$ cat src/rtl/vpi_var_model_pkg.sv
// Shared types and helpers for the VPI variable-model bank: FSM state encoding,
// index-width helper and the fill pattern generator.
package vpi_var_model_pkg;

  typedef enum logic [2:0] {
    StIdle,
    StFill,
    StWait,
    StCheck,
    StDone
  } state_e;

  // Raw pattern width; callers truncate to their entry width.
  localparam int unsigned PatW = 32;

  // Counter width for n distinct values, never narrower than one bit.
  function automatic int unsigned idx_width(input int unsigned n);
    return (n > 1) ? $clog2(n) : 1;
  endfunction

  function automatic logic [PatW-1:0] pattern(input int unsigned seed,
                                              input int unsigned depth,
                                              input int unsigned chan,
                                              input int unsigned idx);
    return PatW'(seed + chan * depth + idx);
  endfunction

endpackage

$ cat src/rtl/vpi_var_model_walker.sv
// Channel/index walker: index-minor, channel-major traversal of the bank with
// synchronous clear, step and a last-entry flag.
module vpi_var_model_walker
  import vpi_var_model_pkg::*;
#(
  parameter int unsigned DEPTH    = 4,
  parameter int unsigned CHANNELS = 2,
  localparam int unsigned ChanW   = idx_width(CHANNELS),
  localparam int unsigned IdxW    = idx_width(DEPTH)
) (
  input  logic             clk_i,
  input  logic             rst_i,
  input  logic             clear_i,
  input  logic             step_i,
  output logic [ChanW-1:0] chan_o,
  output logic [IdxW-1:0]  idx_o,
  output logic             last_o
);

  logic [ChanW-1:0] chan_q, chan_d;
  logic [IdxW-1:0]  idx_q, idx_d;
  logic             idx_last;

  assign idx_last = (idx_q == IdxW'(DEPTH - 1));
  assign last_o   = idx_last && (chan_q == ChanW'(CHANNELS - 1));
  assign chan_o   = chan_q;
  assign idx_o    = idx_q;

  always_comb begin
    chan_d = chan_q;
    idx_d  = idx_q;
    if (clear_i) begin
      chan_d = '0;
      idx_d  = '0;
    end else if (step_i) begin
      if (idx_last) begin
        idx_d  = '0;
        chan_d = last_o ? '0 : chan_q + 1'b1;
      end else begin
        idx_d = idx_q + 1'b1;
      end
    end
  end

  always_ff @(posedge clk_i) begin
    if (rst_i) begin
      chan_q <= '0;
      idx_q  <= '0;
    end else begin
      chan_q <= chan_d;
      idx_q  <= idx_d;
    end
  end

endmodule

$ cat src/rtl/vpi_var_model_bank.sv
// CHANNELS x DEPTH register bank sequenced through fill, external-modify wait and
// check phases. Optional WAIT timeout enabled by VPI_VAR_MODEL_TIMEOUT_EN.
module vpi_var_model_bank
  import vpi_var_model_pkg::*;
#(
  parameter int unsigned WIDTH    = 8,
  parameter int unsigned DEPTH    = 4,
  parameter int unsigned CHANNELS = 2,
  parameter int unsigned SEED     = 32'h10,
  parameter int unsigned TIMEOUT  = 1000,
  localparam int unsigned ChanW   = idx_width(CHANNELS),
  localparam int unsigned IdxW    = idx_width(DEPTH),
  localparam int unsigned ErrW    = $clog2(CHANNELS * DEPTH + 1)
) (
  input  logic             clk_i,
  input  logic             rst_i,
  input  logic             start_i,
  input  logic             ack_i,
  input  logic [WIDTH-1:0] mask_i,
  output logic             busy_o,
  output logic             done_o,
  output logic             pass_o,
  output logic [ErrW-1:0]  err_count_o,
  output logic             timeout_o,
  output logic [ChanW-1:0] cur_chan_o,
  output logic [IdxW-1:0]  cur_idx_o
);

  // Externally modified by the VPI agent while the sequencer sits in WAIT.
  logic [WIDTH-1:0] mem_q [CHANNELS][DEPTH];

  state_e           state_q;
  logic             busy_q, done_q, pass_q;
  logic [ErrW-1:0]  err_q, err_d;
  logic [ChanW-1:0] cur_chan;
  logic [IdxW-1:0]  cur_idx;
  logic             walk_last, walk_clear, walk_step;
  logic [WIDTH-1:0] pat;
  logic             mismatch;

  assign walk_clear = ((state_q == StIdle) && start_i) || ((state_q == StWait) && ack_i);
  assign walk_step  = (state_q == StFill) || (state_q == StCheck);

  vpi_var_model_walker #(
    .DEPTH    (DEPTH),
    .CHANNELS (CHANNELS)
  ) u_walker (
    .clk_i   (clk_i),
    .rst_i   (rst_i),
    .clear_i (walk_clear),
    .step_i  (walk_step),
    .chan_o  (cur_chan),
    .idx_o   (cur_idx),
    .last_o  (walk_last)
  );

  assign pat      = WIDTH'(pattern(SEED, DEPTH, 32'(cur_chan), 32'(cur_idx)));
  assign mismatch = (mem_q[cur_chan][cur_idx] != (pat ^ mask_i));

  always_comb begin
    err_d = err_q;
    if (mismatch && (err_q != '1)) begin
      err_d = err_q + 1'b1;
    end
  end

`ifdef VPI_VAR_MODEL_TIMEOUT_EN
  localparam int unsigned TmoW = idx_width(TIMEOUT);
  logic [TmoW-1:0] wait_cnt_q;
  logic            timeout_q;
  assign timeout_o = timeout_q;
`else
  logic unused_timeout;
  assign unused_timeout = ^TIMEOUT;
  assign timeout_o      = 1'b0;
`endif

  always_ff @(posedge clk_i) begin
    if (rst_i) begin
      state_q <= StIdle;
      busy_q  <= 1'b0;
      done_q  <= 1'b0;
      pass_q  <= 1'b0;
      err_q   <= '0;
      for (int c = 0; c < CHANNELS; c++) begin
        for (int i = 0; i < DEPTH; i++) begin
          mem_q[c][i] <= '0;
        end
      end
`ifdef VPI_VAR_MODEL_TIMEOUT_EN
      wait_cnt_q <= '0;
      timeout_q  <= 1'b0;
`endif
    end else begin
      done_q <= 1'b0;
      unique case (state_q)
        StIdle: begin
          if (start_i) begin
            state_q <= StFill;
            busy_q  <= 1'b1;
            pass_q  <= 1'b0;
            err_q   <= '0;
`ifdef VPI_VAR_MODEL_TIMEOUT_EN
            timeout_q <= 1'b0;
`endif
          end
        end
        StFill: begin
          mem_q[cur_chan][cur_idx] <= pat;
          if (walk_last) state_q <= StWait;
        end
        StWait: begin
          if (ack_i) begin
            state_q <= StCheck;
`ifdef VPI_VAR_MODEL_TIMEOUT_EN
            wait_cnt_q <= '0;
          end else if (wait_cnt_q == TmoW'(TIMEOUT - 1)) begin
            state_q    <= StDone;
            busy_q     <= 1'b0;
            done_q     <= 1'b1;
            pass_q     <= 1'b0;
            timeout_q  <= 1'b1;
            wait_cnt_q <= '0;
          end else begin
            wait_cnt_q <= wait_cnt_q + 1'b1;
`endif
          end
        end
        StCheck: begin
          err_q <= err_d;
          if (walk_last) begin
            state_q <= StDone;
            busy_q  <= 1'b0;
            done_q  <= 1'b1;
            pass_q  <= (err_d == '0);
          end
        end
        StDone: state_q <= StIdle;
        default: state_q <= StIdle;
      endcase
    end
  end

  assign busy_o      = busy_q;
  assign done_o      = done_q;
  assign pass_o      = pass_q;
  assign err_count_o = err_q;
  assign cur_chan_o  = cur_chan;
  assign cur_idx_o   = cur_idx;

endmodule
$ cat config.mk
export PLATFORM = sky130hd
export DESIGN_NAME = vpi_var_model_bank
export DESIGN_NICKNAME = d
export VERILOG_FILES = /design/src/rtl/vpi_var_model_pkg.sv /design/src/rtl/vpi_var_model_walker.sv /design/src/rtl/vpi_var_model_bank.sv
export SDC_FILE = /design/constraint.sdc
export NUM_CORES = 1
export LEC_CHECK = 0
export ABC_AREA = 1
export CORE_UTILIZATION = 50
export CTS_CLUSTER_SIZE = 25
export DETAILED_ROUTE_END_ITERATION = 6
export GPL_TIMING_DRIVEN = 0
export PLACE_DENSITY = 0.76
export SYNTH_ARGS = -nofsm -noshare
export SYNTH_HDL_FRONTEND = slang
export SYNTH_SLANG_ARGS = --single-unit
$ cat constraint.sdc
create_clock -name clk_i -period 2.7 [get_ports clk_i]
set_clock_uncertainty 0.05 [all_clocks]
set_input_delay 0.81 -clock clk_i [delete_from_list [all_inputs] [get_ports clk_i]]
set_output_delay 0.81 -clock clk_i [all_outputs]
set_load 0.02 [all_outputs]
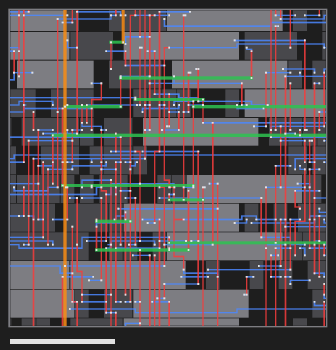
**Above:** layout detail.
Bar = 10 um. Region (21, 21) to (51, 51) um. Cells in gray, sequential cells in the stronger gray; small squares are vias.
met3 -> green
met2 -> red
met1 -> blue
met4 -> orange
netlist names of flops here include = `mem_q` (12)
cells with their middle in the window = 73
sequential cells in the window = 15
most frequent = nor2_1 (15), edfxtp_1 (12), nand2_1 (9)

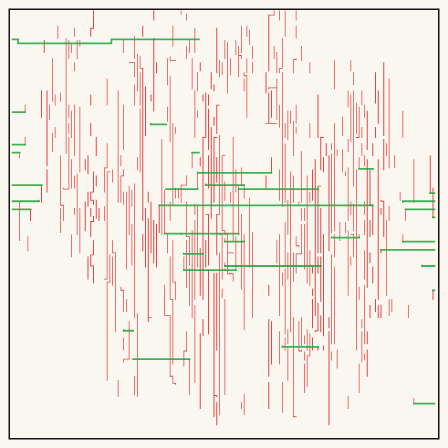
**Above:** routed metal, one color a layer.
Two of the layers only.
met3 -> green  # wire length 226 um
met2 -> red  # wire length 2210 um
DR vias: 1893
Total Wirelength: 4703 um
overall global routing resource usage: 19.56%
detailed-route wire length per cell: 12.09 um

==> out/results.env <==
RUN_STATUS='finished, final reports clean'
CP.ARRIVAL_NS=2.55
LOG.WARNING_COUNT=29
WORSTHOLDPATHTYPE='reg2reg'
LAYOUT_TOP_CELLS='sky130_fd_sc_hd__nand2_1 (73), sky130_fd_sc_hd__inv_1 (37), sky130_fd_sc_hd__nor2_1 (35)'
ANT_NETS=0
WORSTPATHMAXFANOUT=10
GLOBAL_ROUTE_WIRE_LENGTH_BEFORE_REPAIR_UM=7700
MAX_FREQ_MHz=385.1
NETLIST.AREA_LEADER.SHARE_PCT=39.32
POWER.LEAKAGE_nW=1.247
SYNTH_TOP_FLOP_CELL='sky130_fd_sc_hd__edfxtp_1'
TIMING.MAX_CAP.VIOLATIONS=0
TOTALPOWERFINAL_mW=1.950
TOTAL_CLOCK_BUFFERS_CREATED_BY_CTS=5
CTS_MAX_PATH_BUFFERS=2
FLOW.AREA_GROWTH_FROM_SYNTHESIS_PCT=17.20
MET3_ROUTED_LENGTH_UM=225
POWER_SWITCHING_mW=0.6567
CTS_HTREE_LEVELS=2
FIN_NETS=338
DRT_DRC_VIOLATIONS_LEFT=0
DRT_ITER0_DRC=114
EDF_COUNT=32
CHIP_AREA_SQ_UM=5171
DIE_Y_EXTENT_UM=71.91
POST-ROUTE-PERIOD-UTIL_PCT=96.19
CLKSINKCOUNT=46
ROUTEDLENGTHMET1_UM=2200
GRT_START_MAX_NET_PINS=15
CRITICAL_PATH.ENDPOINT_TYPE='register'
SYN-CELL-AREA_SQ_UM=2444
DETAILED_PLACE.AREA_SQ_UM=2753
YOSYS-STAT-AREA_SQ_UM=2444
GR-TOTAL-OVERFLOW=0
CRITICAL_PATH.TOP_DELAY_FAMILY='buffers and inverters'
SLOWEST_STAGE_CELL_CP='sky130_fd_sc_hd__clkdlybuf4s50_1'
NETSWITCHINGFRACTION_PCT=33.68
FLOORPLAN.CORE_UTIL_PCT=51.74
FP.DIEW_UM=71.91
PORTBUFFERS=21
TIMING.CRITICAL_PATH.BUF_INV=4
SYNTH-SEQ-AREA-SHARE_PCT=50.79
HOLD-WORST-SLACK_NS=0.4274
REGAREA_SQ_UM=1241
YOSYS.CELL_TYPES.COUNT=33
==> synthesized netlist by cell type, types with 5 or more instances <==
| library cell | n |
|---|---|
| sky130_fd_sc_hd__o21ai_0 | 8 |
| sky130_fd_sc_hd__inv_2 | 7 |
| sky130_fd_sc_hd__nand3_1 | 27 |
| sky130_fd_sc_hd__edfxtp_1 | 32 |
| sky130_fd_sc_hd__nor2_4 | 5 |
| sky130_fd_sc_hd__nand2_1 | 73 |
| sky130_fd_sc_hd__ha_1 | 5 |
| sky130_fd_sc_hd__inv_1 | 37 |
| sky130_fd_sc_hd__a21oi_1 | 9 |
| sky130_fd_sc_hd__dfxtp_1 | 14 |
| sky130_fd_sc_hd__nor2_1 | 35 |
==> layout make-up <==
cell class	count	area share [%]
sequential	46	43.34
buffer	8	2.403
multi-input combinational	190	33.86
inverter	48	6.553
clock buffer	6	2.883
timing repair buffer	22	7.602
clock inverter	2	0.4369
tap	67	2.927
==> worst min-delay path, cell delays in order (launching register included) <==
cell and delay [ns]:
sky130_fd_sc_hd__dfxtp_1 0.32, sky130_fd_sc_hd__nand2_1 0.06, sky130_fd_sc_hd__a21oi_1 0.05
==> kinds of logic after synthesis <==
group	synth area share (%)
compound gates	5.479
xor+xnor	1.075
fa+ha+maj	2.560
buf+inv	10.39
flops	50.79
other cells	0.1535
simple gates	29.54
==> metal layers <==
metal / GRT usage [%] / vias to the layer above
li1: - / 978
met1: 26.92 / 857
met2: 31.45 / 51
met3: 3.750 / 7
met4: 6.318 / 0
met5: 0 / -
==> timing repair <==
item,in CTS,in global routing
buffers inserted,1,0
setup endpoints to repair,32,16
pin swaps,1,0
gates cloned,0,0
resized,0,2
==> power groups by stage <==
stage          sequential (mW)  combinational [mW]  clock [mW]
2_1_floorplan            0.957               0.419           0
3_3_place_gp             0.951               0.555           0
3_5_place_dp             0.958               0.568           0
4_1_cts                  0.940               0.580       0.442
5_1_grt                  0.952               0.644       0.465
6_report                 0.939               0.580       0.430
==> final timing paths <==
kind,from,endpoint,slack (ns),cells past startpoint
hold reg to reg,busy_o$_SDFFE_PP0P_,busy_o$_SDFFE_PP0P_,0.43,2
setup / recovery,rst_i,mem_q[1][18]$_DFFE_PP_,0.10,8
setup reg to reg,u_walker.idx_o[0]$_SDFFE_PP0N_,mem_q[1][18]$_DFFE_PP_,0.21,11
hold / removal,busy_o$_SDFFE_PP0P_,busy_o$_SDFFE_PP0P_,0.43,2
==> per-stage QoR <==
| stage | util, % | cells | TNS [ns] | setup slack (ns) |
|---|---|---|---|---|
| finish | 60.64 | 389 | 0 | 0.1029 |
| global route | 60.64 | 389 | 0 | 0.01423 |
| CTS | 60.45 | 389 | 0 | 0.04212 |
| detailed placement | 58.28 | 380 | -20.47 | -0.5944 |
| global placement | 58.28 | 380 | -15.72 | -0.5003 |
| floorplan | - | 292 | 0 | 0.2554 |
==> sequential cells by signal, summed over array words and instances, names as in the netlist, named ones only <==
name	cells
busy_o	1
done_o	1
err_count_o	4
mem_q	32
pass_o	1
state_q	3
u_walker.chan_o	1
u_walker.idx_o	2
Power figures rest on the tool's default switching activity, not on a simulated workload.
